Figure 1. Power grid (run 1).
Pins as bars on the die edge. Tap cells in gray.
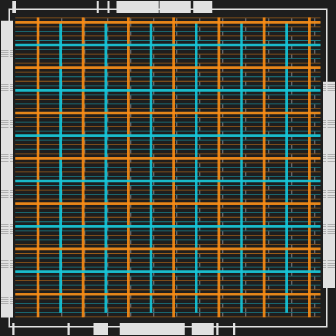
Figure 2. Placed cells, one color a class (run 1).
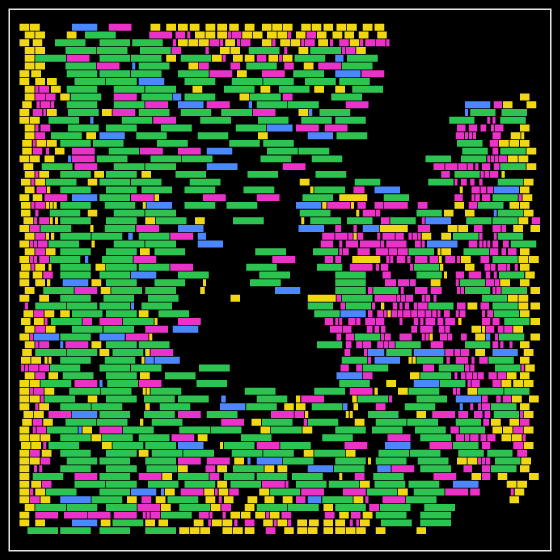
Figure 3. Clock wires, drivers and flops (run 1).
The bar under the picture is 50 um long.
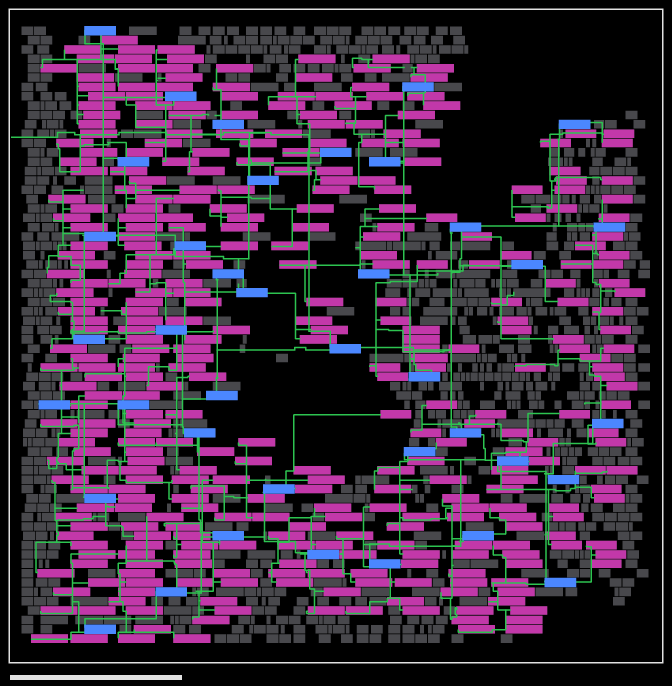
Figure 4. Wiring by layer (run 1).
The bar under the picture is 50 um long.
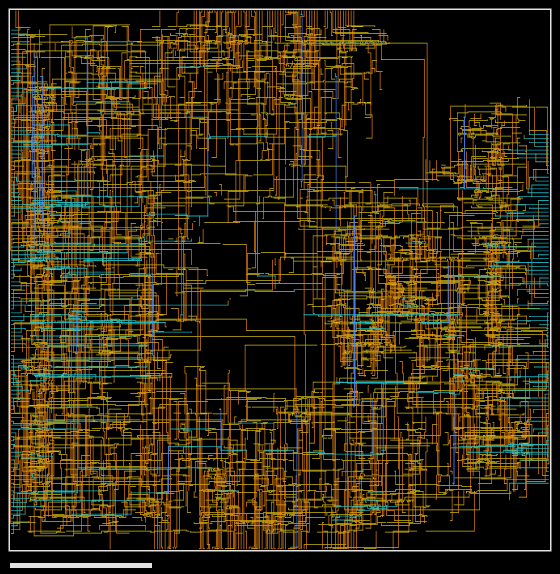
**src/rtl/axi_10g_ethernet_0_tx_arbiter_if.sv**
```systemverilog
// axi_10g_ethernet_0_tx_arbiter_if
// One 64-bit AXI-Stream link (data, byte keep, last, valid/ready).
//   master : drives tdata/tkeep/tvalid/tlast, samples tready
//   slave  : samples tdata/tkeep/tvalid/tlast, drives tready
interface axi_10g_ethernet_0_tx_arbiter_if;
  logic [63:0] tdata;
  logic [7:0]  tkeep;
  logic        tvalid;
  logic        tlast;
  logic        tready;

  modport master (output tdata, output tkeep, output tvalid, output tlast, input tready);
  modport slave  (input tdata, input tkeep, input tvalid, input tlast, output tready);
endinterface

```
**src/rtl/axi_10g_ethernet_0_tx_arbiter.sv**
```systemverilog
// axi_10g_ethernet_0_tx_arbiter
// Shares the 10G MAC TX AXI-Stream between the grant-style ARP reply
// generator (G) and two plain AXI-Stream sources (A, B). Ownership changes
// only at frame boundaries: G has fixed priority, A and B alternate. G beats
// go through a small skid FIFO because G cannot be stalled once a beat is in
// flight.
//
// Ports
//   aclk, aresetn      clock, asynchronous active-low reset
//   g_req / g_grant    G request (captured as pending) / registered grant
//   g_t*               G beat, arrives one cycle after a grant
//   g_done             G frame-complete pulse (informational)
//   a, b               source streams (slave side)
//   m                  stream to the MAC (master side)
//   cnt_g/cnt_a/cnt_b  wrapping completed-frame counters
//   err_timeout        one-cycle pulse when a G grant is abandoned
//   err_overflow       sticky; a G beat found the FIFO full
//
// state | meaning
// IDLE  | no owner; one-cycle arbitration decision, no beat passed
// OWN_A | source A passes straight through to the MAC
// OWN_B | source B passes straight through to the MAC
// OWN_G | G granted; the MAC is fed from the skid FIFO
module axi_10g_ethernet_0_tx_arbiter #(
  parameter int FIFO_DEPTH    = 4,
  parameter int GRANT_TIMEOUT = 64,
  parameter int CNT_W         = 16
) (
  input  logic                            aclk,
  input  logic                            aresetn,
  input  logic                            g_req,
  output logic                            g_grant,
  input  logic [63:0]                     g_tdata,
  input  logic [7:0]                      g_tkeep,
  input  logic                            g_tvalid,
  input  logic                            g_tlast,
  input  logic                            g_done,
  axi_10g_ethernet_0_tx_arbiter_if.slave  a,
  axi_10g_ethernet_0_tx_arbiter_if.slave  b,
  axi_10g_ethernet_0_tx_arbiter_if.master m,
  output logic [CNT_W-1:0]                cnt_g,
  output logic [CNT_W-1:0]                cnt_a,
  output logic [CNT_W-1:0]                cnt_b,
  output logic                            err_timeout,
  output logic                            err_overflow
);
  localparam int PTR_W = $clog2(FIFO_DEPTH);
  localparam int TMR_W = $clog2(GRANT_TIMEOUT + 1);
  localparam logic [PTR_W:0]   DEPTH_V   = (PTR_W+1)'(FIFO_DEPTH);
  localparam logic [PTR_W+1:0] GRANT_LIM = (PTR_W+2)'(FIFO_DEPTH - 2);
  localparam logic [TMR_W-1:0] TMR_LOAD  = TMR_W'(GRANT_TIMEOUT - 1);
  localparam logic RR_A = 1'b0;
  localparam logic RR_B = 1'b1;

  typedef enum logic [1:0] {IDLE, OWN_A, OWN_B, OWN_G} state_t;

  state_t           state, state_nxt;
  logic             rr_last, rr_nxt;
  logic             g_pend, g_pend_nxt;
  logic             tl_written, tl_written_nxt;  // tlast beat of this grant already in the FIFO
  logic             beat_seen, beat_seen_nxt;    // any beat written since the grant started
  logic [TMR_W-1:0] tmr, tmr_nxt;
  logic             g_grant_nxt, err_timeout_nxt;
  logic             inc_g, inc_a, inc_b;

  logic [72:0]      mem [FIFO_DEPTH];
  logic [PTR_W:0]   wr_ptr, rd_ptr, fill, fill_nxt;
  logic [PTR_W+1:0] proj;
  logic [72:0]      head;
  logic             fifo_empty, fifo_full, push, pop, drop;

  // Frame end is taken from the tlast beat itself; g_done carries no extra information.
  logic g_done_unused;
  assign g_done_unused = g_done;

  assign fill       = wr_ptr - rd_ptr;
  assign fifo_empty = (fill == '0);
  assign fifo_full  = (fill == DEPTH_V);
  assign head       = mem[rd_ptr[PTR_W-1:0]];
  assign push       = (state == OWN_G) && g_tvalid && !fifo_full;
  assign drop       = g_tvalid && fifo_full;
  assign pop        = (state == OWN_G) && !fifo_empty && m.tready;
  assign fill_nxt   = fill + (PTR_W+1)'(push) - (PTR_W+1)'(pop);
  // A grant now produces a beat next cycle, so the beat already promised by
  // the current grant is counted before deciding on another one.
  assign proj       = (PTR_W+2)'(fill_nxt) + (PTR_W+2)'(g_grant);

  always_comb begin
    state_nxt       = state;
    rr_nxt          = rr_last;
    g_pend_nxt      = g_pend | g_req;
    tl_written_nxt  = tl_written | (push & g_tlast);
    beat_seen_nxt   = beat_seen | push;
    tmr_nxt         = tmr;
    err_timeout_nxt = 1'b0;
    inc_g           = 1'b0;
    inc_a           = 1'b0;
    inc_b           = 1'b0;
    case (state)
      IDLE: begin
        if (g_pend) begin
          state_nxt      = OWN_G;
          g_pend_nxt     = 1'b0;
          tl_written_nxt = 1'b0;
          beat_seen_nxt  = 1'b0;
          tmr_nxt        = TMR_LOAD;
        end else if (a.tvalid && (!b.tvalid || rr_last == RR_B)) begin
          state_nxt = OWN_A;
        end else if (b.tvalid) begin
          state_nxt = OWN_B;
        end
      end
      OWN_A: begin
        if (a.tvalid && m.tready && a.tlast) begin
          inc_a     = 1'b1;
          rr_nxt    = RR_A;
          state_nxt = IDLE;
        end
      end
      OWN_B: begin
        if (b.tvalid && m.tready && b.tlast) begin
          inc_b     = 1'b1;
          rr_nxt    = RR_B;
          state_nxt = IDLE;
        end
      end
      OWN_G: begin
        if (pop && head[0]) begin
          inc_g     = 1'b1;
          state_nxt = IDLE;
        end else if (!beat_seen && !push) begin
          if (tmr == '0) begin
            err_timeout_nxt = 1'b1;
            state_nxt       = IDLE;
          end else begin
            tmr_nxt = tmr - TMR_W'(1);
          end
        end
      end
      default: state_nxt = IDLE;
    endcase
    g_grant_nxt = (state_nxt == OWN_G) && !tl_written_nxt && (proj <= GRANT_LIM);
  end

  always_comb begin
    m.tvalid = 1'b0;
    m.tdata  = '0;
    m.tkeep  = '0;
    m.tlast  = 1'b0;
    a.tready = 1'b0;
    b.tready = 1'b0;
    case (state)
      OWN_A: begin
        a.tready = m.tready;
        if (a.tvalid) begin
          m.tvalid = 1'b1;
          m.tdata  = a.tdata;
          m.tkeep  = a.tkeep;
          m.tlast  = a.tlast;
        end
      end
      OWN_B: begin
        b.tready = m.tready;
        if (b.tvalid) begin
          m.tvalid = 1'b1;
          m.tdata  = b.tdata;
          m.tkeep  = b.tkeep;
          m.tlast  = b.tlast;
        end
      end
      OWN_G: begin
        if (!fifo_empty) begin
          m.tvalid = 1'b1;
          m.tdata  = head[72:9];
          m.tkeep  = head[8:1];
          m.tlast  = head[0];
        end
      end
      default: ;
    endcase
  end

  always_ff @(posedge aclk) begin
    if (push) mem[wr_ptr[PTR_W-1:0]] <= {g_tdata, g_tkeep, g_tlast};
  end

  always_ff @(posedge aclk or negedge aresetn) begin
    if (!aresetn) begin
      state        <= IDLE;
      rr_last      <= RR_B;
      g_pend       <= 1'b0;
      tl_written   <= 1'b0;
      beat_seen    <= 1'b0;
      tmr          <= '0;
      g_grant      <= 1'b0;
      err_timeout  <= 1'b0;
      err_overflow <= 1'b0;
      wr_ptr       <= '0;
      rd_ptr       <= '0;
      cnt_g        <= '0;
      cnt_a        <= '0;
      cnt_b        <= '0;
    end else begin
      state       <= state_nxt;
      rr_last     <= rr_nxt;
      g_pend      <= g_pend_nxt;
      tl_written  <= tl_written_nxt;
      beat_seen   <= beat_seen_nxt;
      tmr         <= tmr_nxt;
      g_grant     <= g_grant_nxt;
      err_timeout <= err_timeout_nxt;
      if (drop)  err_overflow <= 1'b1;
      if (push)  wr_ptr <= wr_ptr + (PTR_W+1)'(1);
      if (pop)   rd_ptr <= rd_ptr + (PTR_W+1)'(1);
      if (inc_g) cnt_g <= cnt_g + CNT_W'(1);
      if (inc_a) cnt_a <= cnt_a + CNT_W'(1);
      if (inc_b) cnt_b <= cnt_b + CNT_W'(1);
    end
  end
endmodule

```
**src/flat_wrapper.sv**
```systemverilog
// flat-port wrapper written by rule: the top's interface ports become plain ports
module axi_10g_ethernet_0_tx_arbiter_flat 
#(
  parameter int FIFO_DEPTH    = 4,
  parameter int GRANT_TIMEOUT = 64,
  parameter int CNT_W         = 16
)
  (aclk, aresetn, g_req, g_grant, g_tdata, g_tkeep, g_tvalid, g_tlast, g_done, cnt_g, cnt_a, cnt_b, err_timeout, err_overflow, a_tdata, a_tkeep, a_tvalid, a_tlast, a_tready, b_tdata, b_tkeep, b_tvalid, b_tlast, b_tready, m_tdata, m_tkeep, m_tvalid, m_tlast, m_tready);
  axi_10g_ethernet_0_tx_arbiter_if a_i ();
  axi_10g_ethernet_0_tx_arbiter_if b_i ();
  axi_10g_ethernet_0_tx_arbiter_if m_i ();
  input  logic aclk;
  input  logic aresetn;
  input  logic g_req;
  output logic g_grant;
  input  logic [63:0] g_tdata;
  input  logic [7:0] g_tkeep;
  input  logic g_tvalid;
  input  logic g_tlast;
  input  logic g_done;
  output logic [CNT_W-1:0] cnt_g;
  output logic [CNT_W-1:0] cnt_a;
  output logic [CNT_W-1:0] cnt_b;
  output logic err_timeout;
  output logic err_overflow;
  input wire logic [$bits(a_i.tdata)-1:0] a_tdata;
  input wire logic [$bits(a_i.tkeep)-1:0] a_tkeep;
  input wire logic [$bits(a_i.tvalid)-1:0] a_tvalid;
  input wire logic [$bits(a_i.tlast)-1:0] a_tlast;
  output wire logic [$bits(a_i.tready)-1:0] a_tready;
  input wire logic [$bits(b_i.tdata)-1:0] b_tdata;
  input wire logic [$bits(b_i.tkeep)-1:0] b_tkeep;
  input wire logic [$bits(b_i.tvalid)-1:0] b_tvalid;
  input wire logic [$bits(b_i.tlast)-1:0] b_tlast;
  output wire logic [$bits(b_i.tready)-1:0] b_tready;
  output wire logic [$bits(m_i.tdata)-1:0] m_tdata;
  output wire logic [$bits(m_i.tkeep)-1:0] m_tkeep;
  output wire logic [$bits(m_i.tvalid)-1:0] m_tvalid;
  output wire logic [$bits(m_i.tlast)-1:0] m_tlast;
  input wire logic [$bits(m_i.tready)-1:0] m_tready;
  assign a_i.tdata = a_tdata;
  assign a_i.tkeep = a_tkeep;
  assign a_i.tvalid = a_tvalid;
  assign a_i.tlast = a_tlast;
  assign a_tready = a_i.tready;
  assign b_i.tdata = b_tdata;
  assign b_i.tkeep = b_tkeep;
  assign b_i.tvalid = b_tvalid;
  assign b_i.tlast = b_tlast;
  assign b_tready = b_i.tready;
  assign m_tdata = m_i.tdata;
  assign m_tkeep = m_i.tkeep;
  assign m_tvalid = m_i.tvalid;
  assign m_tlast = m_i.tlast;
  assign m_i.tready = m_tready;
  axi_10g_ethernet_0_tx_arbiter #(.FIFO_DEPTH(FIFO_DEPTH), .GRANT_TIMEOUT(GRANT_TIMEOUT), .CNT_W(CNT_W)) u_core (.aclk(aclk), .aresetn(aresetn), .g_req(g_req), .g_grant(g_grant), .g_tdata(g_tdata), .g_tkeep(g_tkeep), .g_tvalid(g_tvalid), .g_tlast(g_tlast), .g_done(g_done), .a(a_i), .b(b_i), .m(m_i), .cnt_g(cnt_g), .cnt_a(cnt_a), .cnt_b(cnt_b), .err_timeout(err_timeout), .err_overflow(err_overflow));
endmodule
```
**config.mk**
```make
export PLATFORM = sky130hd
export DESIGN_NAME = axi_10g_ethernet_0_tx_arbiter_flat
export DESIGN_NICKNAME = d
export VERILOG_FILES = /design/src/rtl/axi_10g_ethernet_0_tx_arbiter_if.sv /design/src/rtl/axi_10g_ethernet_0_tx_arbiter.sv /design/src/flat_wrapper.sv
export SDC_FILE = /design/constraint.sdc
export NUM_CORES = 1
export LEC_CHECK = 0
export CAP_MARGIN = 5
export CORE_MARGIN = 3
export CORE_UTILIZATION = 45
export DETAILED_ROUTE_END_ITERATION = 7
export GPL_TIMING_DRIVEN = 0
export MAX_ROUTING_LAYER = met4
export PLACE_DENSITY = 0.82
export RECOVER_POWER = 100
export SETUP_SLACK_MARGIN = 0.02
export SLEW_MARGIN = 20
export SYNTH_ARGS = -nofsm -noshare
export SYNTH_HDL_FRONTEND = slang
export SYNTH_SLANG_ARGS = --single-unit
```
**constraint.sdc**
```tcl
create_clock -name aclk -period 6.23 [get_ports aclk]
set_input_delay 1.246 -clock aclk [delete_from_list [all_inputs] [get_ports aclk]]
set_output_delay 1.246 -clock aclk [all_outputs]
set_load 0.03 [all_outputs]
```
==> reports/README.md, run 1 <==
| Stage | Result | Value |
|:---|:---|:---|
| routing | DRT iter0 DRCs | 1049 |
| routing | Met1 routed wirelength after detailed routing | 15550 um |
| routing | Uppermost layer routed | met4 |
| power | Peak VDD IR | 0.3481 mV |
| worst setup path | Top delay family on crit path | buffers and inverters |
| grt | Number of global-route vias before repair | 10460 |
| power | Internal power of the cells | 5.619 mW |
| layout | Max reg flops | 292 |
| logic synthesis | Yosys-reported design area after synthesis | 15180 um^2 |
| cts | Setup Fix Bufs, Post-CTS | 0 |
| layout | Layout cell share with drive strength beyond 1 | 0.1154 |
| routing | Routed via count | 10090 |
| final timing | Smallest hold slack | 0.4715 ns |
| cts | Cts bufs inserted | 39 |
| worst setup path | Library cell contributing the largest single delay on the critical path | sky130_fd_sc_hd__dlygate4sd3_1 |
| layout | Most frequent cells in the layout | sky130_fd_sc_hd__edfxtp_1, sky130_fd_sc_hd__dlygate4sd3_1, sky130_fd_sc_hd__clkdlybuf4s50_1 |
| layout | Leading cell type in the layout, fill and taps excluded | sky130_fd_sc_hd__edfxtp_1 |
| logic synthesis | Number of cells in Yosys stat | 890 |
| logic synthesis | Dominant flop cell | sky130_fd_sc_hd__edfxtp_1 |
| power | Flop pwr share | 0.341 |
| logic synthesis | Average size of a mapped cell | 17.05 um^2 |
| layout | Sequential cell area in the final layout | 10520 um^2 |
| final timing | Final total negative setup slack | 0 ns |
| power | Reported leakage power | 7.561 nW |
| placed design | Gpl congestion | 0.9387 |
| final timing | Worst slew pin tran | 2.864 ns |
| layout | Share of the final layout cell area in sequential cells | 0.5095 |
| grt | Pin count of the biggest net entering global routing | 53 |
| cts | H-tree depth | 2 |
| cts | Clock slew at reported path FFs | 0.06 ns |
| status | Failing checks | capacitance limit, slew limit |
| min path | Launch instance of the worst min-delay path | u_core.cnt_a[15] |
| logic synthesis | Post-synth seq share | 0.6932 |
| final timing | Setup repair after global routing missed its margin | false |
| floorplanning | Initial cell density of the core | 0.4618 |
| final timing | # setup viols final | 0 |
| worst setup path | Combined buffer and inverter count along the critical path | 4 |
| min path | Worst Hold Endpoint | u_core.cnt_a[15] |
| routing | Metal3 WL | 3720 um |
| power | Power dissipated in combinational cells | 3.43 mW |
| worst setup path | Start-to-end type of the worst setup path | in -> out |
| grt | Antenna violations before repair | 13 |
| flow run | Number of max-cap violations | 5 |
| floorplanning | Horizontal extent of the die | 189.7 um |
| min path | Hold Path Depth | 1 |
| final timing | Headroom to the max-slew limit | -0.9095 |
| logic synthesis | Flops & latches, synth | 362 |
| layout | Inverters | 16 |
| final timing | Final Critical Period | 5.717 ns |
| placed design | Number of buffers inserted by port buffering | 351 |
| cts | Clock tree root buffer cell | sky130_fd_sc_hd__clkbuf_16 |
| grt | Sum of overflow across all layers after global routing | 0 |
| routing | Total DRC errors in the routed layout | 0 |
| worst setup path | Capture point of the worst reg-to-reg path | u_core.mem[3][40] |
| logic synthesis | Synthesized area | 15180 um^2 |
| final timing | Fraction of the cycle the final worst path needs | 0.9177 |
| placed design | Detailed placement HPWL | 28580 um |
| logic synthesis | Number of enable-type register cells in the synthesized netlist | 292 |
| power | Switching component of the power | 3.096 mW |
| worst setup path | Worst Setup End Kind | output pin |
| floorplanning | Die span in y | 189.7 um |
| final timing | Hold violation total from the final report | 0 |
| worst setup path | Peak per-stage delay on the critical path | 0.78 ns |
| worst setup path | Reg2reg setup slack | 1.21 ns |
| logic synthesis | Number of distinct library cells after synthesis | 51 |
| worst setup path | Kind of start point of the critical path | input port |
| routing | Post-route ant nets | 0 |
| layout | Fraction of area in multi-input gates | 0.2108 |
| logic synthesis | Nets in the synthesized netlist | 1137 |
| routing | Number of iterations in the first detailed-routing pass | 6 |
| layout | Count of nets after finishing | 1534 |
| logic synthesis | Post-Synthesis Cells | 890 |
| cts | TritonCTS clock tree | done |
| layout | Clkbuf count | 50 |
| logic synthesis | Share of async-settable or async-resettable flops after synthesis | 0.1934 |
| logic synthesis | Ys Warns | 0 |
| cts | Number of buffers inserted by hold repair at cts | 0 |
| cts | Clock sink total | 362 |
| worst setup path | Critical path data required time | 4.98 ns |
| layout | Buffers outside the clock class | 410 |
| layout | Diode count | 14 |
| cts | Clock buffer depth | 3 |
| floorplanning | Tap cell count | 442 |
| routing | Sum of met2 wire segment lengths after detailed routing | 21120 um |
| power | Comb power frac | 0.394 |
| layout | Non-clock buffer contribution to total cell area | 0.1857 |
| worst setup path | Total number of cells along the worst setup path | 7 |
| layout | Count of filler cells inserted in the layout | 2402 |
| floorplanning | Chip footprint | 35970 um^2 |
| power | Switching power share of the total | 0.3553 |
| worst setup path | Path depth of the worst reg2reg path | 9 |
| power | Flop+latch power | 2.97 mW |
| power | Power per unit of standard cell area | 422.1 nW/um^2 |
| power | Overall power after layout | 8.716 mW |
| power | Heaviest power group | combinational logic |
| worst setup path | Source of the worst register-to-register timing path | u_core.wr_ptr[0] |
| grt | Wire length of the first global-routing pass | 61430 um |
| status | Run status | finished, violations left |
| worst setup path | Critical Path Fanout Max | 10 |
| routing | Vias per cell | 5.690 |
| min path | Hold/Removal Path Class | reg -> reg |
| final timing | Number of pins exceeding their max-slew limit in the final report | 185 |
| cts | CTS resizes | 0 |
| final timing | Maximum clock rate | 174.9 MHz |
| layout | Portion of the layout cell area used by clock cells | 0.06259 |
| layout | Area of the multi-input gates | 4353 um^2 |
| flow run | Number of logged tool warnings | 33 |
| layout | Combinational gates | 458 |
| worst setup path | CP cell instances | dlygate4sd3_1 > and2_1 > clkbuf_1 > clkbuf_1 > a222oi_1 > nor2_1 > dlygate4sd3_1 |
| layout | Post-synthesis to final-layout area growth | 36.05% |
-- Figure 1 (at the start) --
legend:
  orange:
    net: VSS
  cyan:
    net: VDD
met5 straps: 13
signal pins: 354
rows: 66
tap cells: 442
met4 straps: 13

-- Figure 2 (at the start) --
legend:
  magenta:
    class: all other logic
    cells: 474
  blue:
    class: clock drivers and dummy loads
    cells: 71
  yellow:
    class: other buffers and delay cells
    cells: 410
  green:
    class: flip-flops
    cells: 362
share of the core filled with cells: 0.6283
number of cell rows: 66
core outline area: 32870 um^2

-- Figure 3 (at the start) --
legend:
  blue:
    item: cells driving clock nets
    count: 39
  magenta:
    item: flip-flops
    count: 362
  green:
    item: clock wires
    length: 4310 um
routed clock nets: 40
flops lie: widely spread
later-pin clock latency in the skew report: 0.54 ns
clock network power: 2.31 mW
power share of the clock group: 0.265
setup skew after layout: 0.02293 ns

-- Figure 4 (at the start) --
legend:
  blue:
    layer: met4
    wire_length: 1030 um
  orange:
    layer: met2
    wire_length: 21.1 mm
  yellow:
    layer: met1
    wire_length: 15500 um
  cyan:
    layer: met3
    wire_length: 3720 um
mean routed wirelength per cell: 23.36 um
GRT Total Usage: 0.2309
total detailed-routing wirelength: 41420 um

## run 1: cell families (layout without fill, tap and decap cells)
group / after synthesis / in the layout / share of synthesized area
muxes: 77 / 77 / 0.1113
other: 0 / 14 / 0
xor gates and xnor gates: 52 / 52 / 0.03108
AOI/OAI and AO/OA: 110 / 110 / 0.06735
buffers and inverters: 70 / 497 / 0.01814
adders and majority gates: 20 / 20 / 0.01748
DFF: 362 / 362 / 0.6932
and+or+nand+nor: 199 / 199 / 0.06142
## run 1: per-layer routing
metal  vias to the layer above  track usage
met5                         -            -
met4                         0      0.06995
met3                        64      0.05049
met2                       523       0.3889
met1                      5046       0.2823
li1                       4456            -
## run 1: synth_stat cells (2+ instances only)
cell	count	share of area
sky130_fd_sc_hd__a21oi_1	6	0.0020
sky130_fd_sc_hd__a222oi_1	73	0.048
sky130_fd_sc_hd__a31oi_1	2	0.00082
sky130_fd_sc_hd__a41o_1	2	0.0013
sky130_fd_sc_hd__and2_1	10	0.0041
sky130_fd_sc_hd__and3_1	10	0.0041
sky130_fd_sc_hd__and4_1	6	0.0035
sky130_fd_sc_hd__buf_1	8	0.0020
sky130_fd_sc_hd__buf_2	10	0.0033
sky130_fd_sc_hd__clkbuf_1	36	0.0089
sky130_fd_sc_hd__dfrtp_1	69	0.11
sky130_fd_sc_hd__edfxtp_1	292	0.58
sky130_fd_sc_hd__fa_1	2	0.0026
sky130_fd_sc_hd__ha_1	18	0.015
sky130_fd_sc_hd__inv_1	16	0.0040
sky130_fd_sc_hd__mux2_2	4	0.0030
sky130_fd_sc_hd__mux4_2	73	0.11
sky130_fd_sc_hd__nand2_1	34	0.0084
sky130_fd_sc_hd__nand2b_1	3	0.0012
sky130_fd_sc_hd__nand3_1	17	0.0056
sky130_fd_sc_hd__nand4_1	11	0.0045
sky130_fd_sc_hd__nor2_1	93	0.023
sky130_fd_sc_hd__nor3_1	6	0.0020
sky130_fd_sc_hd__nor4_1	2	0.00082
sky130_fd_sc_hd__o21a_1	2	0.00099
sky130_fd_sc_hd__o21ai_0	7	0.0023
sky130_fd_sc_hd__o22ai_1	4	0.0016
sky130_fd_sc_hd__o31a_1	2	0.0012
sky130_fd_sc_hd__xnor2_1	34	0.020
sky130_fd_sc_hd__xor2_1	17	0.0098
## run 1: how the worst max path moves through the flow
| stage | endpoint | from | slack, ns |
|---|---|---|---|
| global placement | u_core.mem[3][51] | g_tvalid | 0.27 |
| floorplan | u_core.mem[3][0] | u_core.wr_ptr[0] | 2.13 |
| finish | m_tdata[8] | b_tvalid | 0.51 |
| global route | m_tdata[11] | b_tvalid | 0.30 |
| detailed placement | m_tdata[11] | b_tvalid | 0.64 |
| CTS | m_tdata[11] | b_tvalid | 0.62 |
## run 1: per-stage QoR
stage / util / instances / setup WS (ns) / cell area [um^2]
floorplan: - / 890 / 2.125 / 15180
global placement: 0.5855 / 1683 / 0.2693 / 19240
detailed placement: 0.5899 / 1688 / 0.6414 / 19390
CTS: 0.6292 / 1759 / 0.6150 / 20680
global route: 0.6281 / 1771 / 0.3040 / 20640
finish: 0.6283 / 1773 / 0.5129 / 20650
Figure 5. Routing congestion map (run 1).
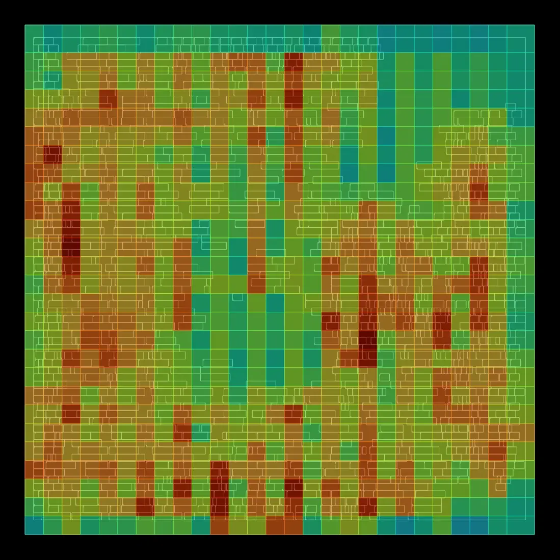

==> run 1 -> run 2 <==
--- a/config.mk
+++ b/config.mk
@@ -6,7 +6,6 @@
 export NUM_CORES = 1
 export LEC_CHECK = 0
 export CAP_MARGIN = 5
-export CORE_MARGIN = 3
 export CORE_UTILIZATION = 45
 export DETAILED_ROUTE_END_ITERATION = 7
 export GPL_TIMING_DRIVEN = 0
Figure 6. Routing congestion map (run 2).
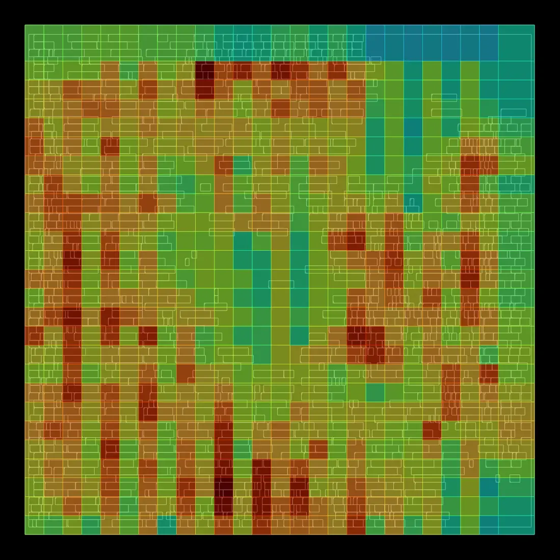
grt peak-use layer: met2
grt met1 use: 0.2808

==> run 2 against run 1 <==
Synthesized cell count unchanged. Largest cell class unchanged. Critical endpoint is now m_tdata[19]. Largest power group unchanged. Count of clock-buffer cells in the layout down 6. Cell count down 0.23%. The flow still finishes with violations (capacitance limit, slew limit). Design area down 0.36%.
==> reports/README.md, run 2 <==
| Stage | Result | Value | Change |
|:---|:---|:---|:---|
| status | Run status | finished, violations left | unchanged |
| status | Failing checks | capacitance limit, slew limit | unchanged |
| logic synthesis | Share of async-settable or async-resettable flops after synthesis | 0.1934 | unchanged |
| cts | Number of buffers inserted by hold repair at cts | 0 | unchanged |
| placed design | Cell total after placement | 1688 | unchanged |
| logic synthesis | Number of enable-type register cells in the synthesized netlist | 292 | unchanged |
| floorplanning | Core outline area | 32870 um^2 | unchanged |
| logic synthesis | Dominant flop cell | sky130_fd_sc_hd__edfxtp_1 | unchanged |
| final timing | Worst slew pin tran | 3.176 ns | was 2.864 ns |
| layout | Most frequent cells in the layout | sky130_fd_sc_hd__edfxtp_1, sky130_fd_sc_hd__dlygate4sd3_1, sky130_fd_sc_hd__clkdlybuf4s50_1 | unchanged |
| routing | Total DRC errors in the routed layout | 0 | unchanged |
| worst setup path | Kind of start point of the critical path | input port | unchanged |
| cts | TritonCTS clock tree | done | unchanged |
| worst setup path | CP cell instances | dlygate4sd3_1 > and2_1 > clkbuf_1 > clkbuf_1 > a222oi_1 > nor2_1 > dlygate4sd3_1 | unchanged |
| grt | GRT Total Usage | 0.2399 | was 0.2309 |
| worst setup path | Data arrival time of the worst path | 4.75 ns | was 4.47 ns |
| power | Power per unit of standard cell area | 419.5 nW/um^2 | was 422.1 nW/um^2 |
| worst setup path | Peak per-stage delay on the critical path | 0.79 ns | was 0.78 ns |
| layout | Non-filler cells, final | 1769 | was 1773 |
| floorplanning | Boundary pin count | 354 | unchanged |
| routing | Vias per cell | 5.726 | was 5.690 |
| logic synthesis | AND/OR/NAND/NOR Cells, Area Fraction | 0.06142 | unchanged |
| cts | Later-pin clock latency in the skew report | 0.53 ns | was 0.54 ns |
| floorplanning | Horizontal extent of the die | 185.7 um | was 189.7 um |
| layout | Leading cell type in the layout, fill and taps excluded | sky130_fd_sc_hd__edfxtp_1 | unchanged |
| final timing | Headroom to the max-slew limit | -1.117 | was -0.9095 |
| logic synthesis | Yosys-reported design area after synthesis | 15180 um^2 | unchanged |
| worst setup path | Critical path data required time | 4.98 ns | about the same |
| routing | Post-route ant nets | 0 | unchanged |
| final timing | Setup repair after global routing missed its margin | false | unchanged |
| cts | Cts bufs inserted | 37 | was 39 |
| cts | CTS resizes | 0 | unchanged |
| final timing | Final total negative setup slack | 0 ns | unchanged |
| logic synthesis | Average size of a mapped cell | 17.05 um^2 | unchanged |
| placed design | Detailed placement HPWL | 27080 um | was 28580 um |
| logic synthesis | Synth area leaders | sky130_fd_sc_hd__edfxtp_1, sky130_fd_sc_hd__dfrtp_1, sky130_fd_sc_hd__mux4_2, sky130_fd_sc_hd__a222oi_1, sky130_fd_sc_hd__nor2_1 | unchanged |
| final timing | Fraction of the cycle the final worst path needs | 0.9621 | was 0.9177 |
| logic synthesis | Synthesized area | 15180 um^2 | unchanged |
| logic synthesis | Dominant combinational cell family by area after synthesis | multiplexers | unchanged |
| cts | Clock sink total | 362 | unchanged |
| layout | Layout cell share with drive strength beyond 1 | 0.1129 | was 0.1154 |
| grt | Wire length of the first global-routing pass | 59200 um | was 61430 um |
| logic synthesis | Number of distinct library cells after synthesis | 51 | unchanged |
| logic synthesis | Post-Synth XOR/XNOR Area | 0.03108 | unchanged |
| final timing | Smallest hold slack | 0.4616 ns | was 0.4715 ns |
| worst setup path | Worst Setup End Kind | output pin | unchanged |
| logic synthesis | Adder-cell share of the synthesized area | 0.01748 | unchanged |
| power | Peak VDD IR | 0.3965 mV | was 0.3481 mV |
| grt | Number of global-route vias before repair | 10570 | was 10460 |
| logic synthesis | Count leader, synth | sky130_fd_sc_hd__edfxtp_1 | unchanged |
| grt | Pin count of the biggest net entering global routing | 55 | was 53 |
| logic synthesis | Flops & latches, synth | 362 | unchanged |
| logic synthesis | Post-synthesis share of cell area spent on and-or and or-and gates | 0.06735 | unchanged |
| min path | Hold/Removal Path Class | reg -> reg | unchanged |
| final timing | Final Critical Period | 5.994 ns | was 5.717 ns |
| logic synthesis | MUX share of area | 0.1113 | unchanged |
| routing | Routed via count | 10130 | was 10090 |
| worst setup path | Combined buffer and inverter count along the critical path | 4 | unchanged |
| placed design | Number of buffers inserted by port buffering | 351 | unchanged |
| flow run | Number of max-cap violations | 5 | unchanged |
| logic synthesis | Ys Warns | 0 | unchanged |
| cts | Clock buffer depth | 3 | unchanged |
| placed design | Gpl congestion | 0.8205 | was 0.9387 |
| cts | Clock tree root buffer cell | sky130_fd_sc_hd__clkbuf_16 | unchanged |
| routing | Number of iterations in the first detailed-routing pass | 8 | was 6 |
| floorplanning | Number of cell rows | 66 | unchanged |
| cts | Setup Fix Bufs, Post-CTS | 0 | unchanged |
| worst setup path | Start-to-end type of the worst setup path | in -> out | unchanged |
| floorplanning | Die span in y | 185.7 um | was 189.7 um |
| final timing | Maximum clock rate | 166.8 MHz | was 174.9 MHz |
| flow run | Number of logged tool warnings | 33 | unchanged |
| logic synthesis | Post-synth seq share | 0.6932 | unchanged |
| layout | Count of filler cells inserted in the layout | 2391 | was 2402 |
| layout | Count of nets after finishing | 1532 | was 1534 |
| routing | Total detailed-routing wirelength | 39710 um | was 41420 um |
| worst setup path | Top delay family on crit path | buffers and inverters | unchanged |
| final timing | Setup skew after layout | 0.02127 ns | was 0.02293 ns |
| floorplanning | Initial cell density of the core | 0.4618 | unchanged |
| grt | Antenna violations before repair | 15 | was 13 |
| cts | H-tree depth | 2 | unchanged |
| power | Reported leakage power | 7.526 nW | was 7.561 nW |
| cts | Clock slew at reported path FFs | 0.06 ns | about the same |
| worst setup path | Critical Path Fanout Max | 10 | unchanged |
| final timing | Hold violation total from the final report | 0 | unchanged |
| final timing | # setup viols final | 0 | unchanged |
| worst setup path | Reg2reg setup slack | 1.04 ns | was 1.21 ns |
| grt | Sum of overflow across all layers after global routing | 0 | unchanged |
| logic synthesis | Nets in the synthesized netlist | 1137 | unchanged |
| routing | DRT iter0 DRCs | 957 | was 1049 |
| worst setup path | Library cell contributing the largest single delay on the critical path | sky130_fd_sc_hd__clkbuf_1 | was sky130_fd_sc_hd__dlygate4sd3_1 |
| logic synthesis | Proportion of netlist area held by the largest area contributor | 0.5777 | unchanged |
| logic synthesis | Top cells by count, synth | sky130_fd_sc_hd__edfxtp_1, sky130_fd_sc_hd__nor2_1, sky130_fd_sc_hd__a222oi_1, sky130_fd_sc_hd__mux4_2, sky130_fd_sc_hd__dfrtp_1 | unchanged |
| logic synthesis | Number of cells in Yosys stat | 890 | unchanged |
| layout | Max reg flops | 292 | unchanged |
| layout | Post-synthesis to final-layout area growth | 35.56% | was 36.05% |
| floorplanning | Chip footprint | 34470 um^2 | was 35970 um^2 |
| final timing | Number of pins exceeding their max-slew limit in the final report | 198 | was 185 |
| logic synthesis | Post-Synthesis Cells | 890 | unchanged |
| routing | Mean routed wirelength per cell | 22.45 um | was 23.36 um |
| logic synthesis | Yosys top cell by area | sky130_fd_sc_hd__edfxtp_1 | unchanged |
-- run 2: per-layer routing --
metal / part of all wire / GRT usage / routed length, um / vias up
met5: 0 / - / 0 / -
met4: 0.032 / 0.09016 / 1257 / 0
met3: 0.083 / 0.05048 / 3289 / 83
met2: 0.51 / 0.4076 / 20320 / 539
met1: 0.37 / 0.2808 / 14850 / 5059
li1: - / - / - / 4448
-- run 2: power by group --
| part | switching [mW] | total, mW | leakage [nW] | internal, mW |
|---|---|---|---|---|
| combinational | 2.04 | 3.43 | 3.40 | 1.39 |
| sequential | 0.109 | 2.97 | 3.53 | 2.86 |
| clock | 0.904 | 2.23 | 0.594 | 1.33 |
| total | 3.06 | 8.63 | 7.53 | 5.57 |
-- run 2: final cells by class --
cell class	count	area (um^2)	share of cell area
flip-flops and latches	362	10520	0.5114
repair buffers	356	3621	0.1760
inverters	16	60.06	0.002919
plain buffers	54	214.0	0.01040
clock inverters	21	252.7	0.01228
well taps	442	553.0	0.02688
multi-input cells	458	4339	0.2109
clock buffers	44	973.4	0.04731
diodes	16	40.04	0.001946
-- run 2: worst register-to-register path, stage by stage (launching register included) --
cell	delay, ns
sky130_fd_sc_hd__dfrtp_1	0.38
sky130_fd_sc_hd__inv_1	0.12
sky130_fd_sc_hd__ha_1	0.22
sky130_fd_sc_hd__fa_1	0.38
sky130_fd_sc_hd__xor3_1	0.30
sky130_fd_sc_hd__a31o_2	0.34
sky130_fd_sc_hd__inv_1	0.11
sky130_fd_sc_hd__clkbuf_1	0.36
sky130_fd_sc_hd__and2_0	2.34
sky130_fd_sc_hd__buf_16	0.28
-- run 2: path summary, 6_finish.rpt --
check                           depth (start not counted)           startpoint                  end
worst max-delay path                                    7             b_tvalid          m_tdata[19]
worst min-delay path                                    1  u_core.err_overflow  u_core.err_overflow
worst max register to register                          9     u_core.wr_ptr[0]    u_core.mem[3][60]
worst min register to register                          1  u_core.err_overflow  u_core.err_overflow
max in group asynchronous                               2              aresetn        u_core.tmr[1]
min in group asynchronous                               1              aresetn      u_core.cnt_b[6]
-- run 2: logic make-up (layout without fill, tap and decap cells) --
kind of cell	after synthesis	after routing
flip-flops	362	362
AND/OR/NAND/NOR	199	199
AND-OR/OR-AND	110	110
multiplexers	77	77
buffers and inverters	70	491
XOR/XNOR	52	52
adder cells (fa/ha/maj)	20	20
other	0	16
-- run 2: stage by stage --
| stage | total power, mW | instance area [um^2] | utilization | setup slack (ns) |
|---|---|---|---|---|
| after floorplan | 5.218 | 15180 | - | 2.125 |
| after global placement | 6.506 | 19240 | 0.5855 | 0.2674 |
| after detailed placement | 6.573 | 19390 | 0.5900 | 0.4297 |
| after CTS | 8.830 | 20620 | 0.6273 | 0.4006 |
| after global routing | 9.035 | 20570 | 0.6259 | 0.2359 |
| final | 8.632 | 20570 | 0.6260 | 0.2359 |
No activity file was given, so power comes from the tool's default toggle rates.
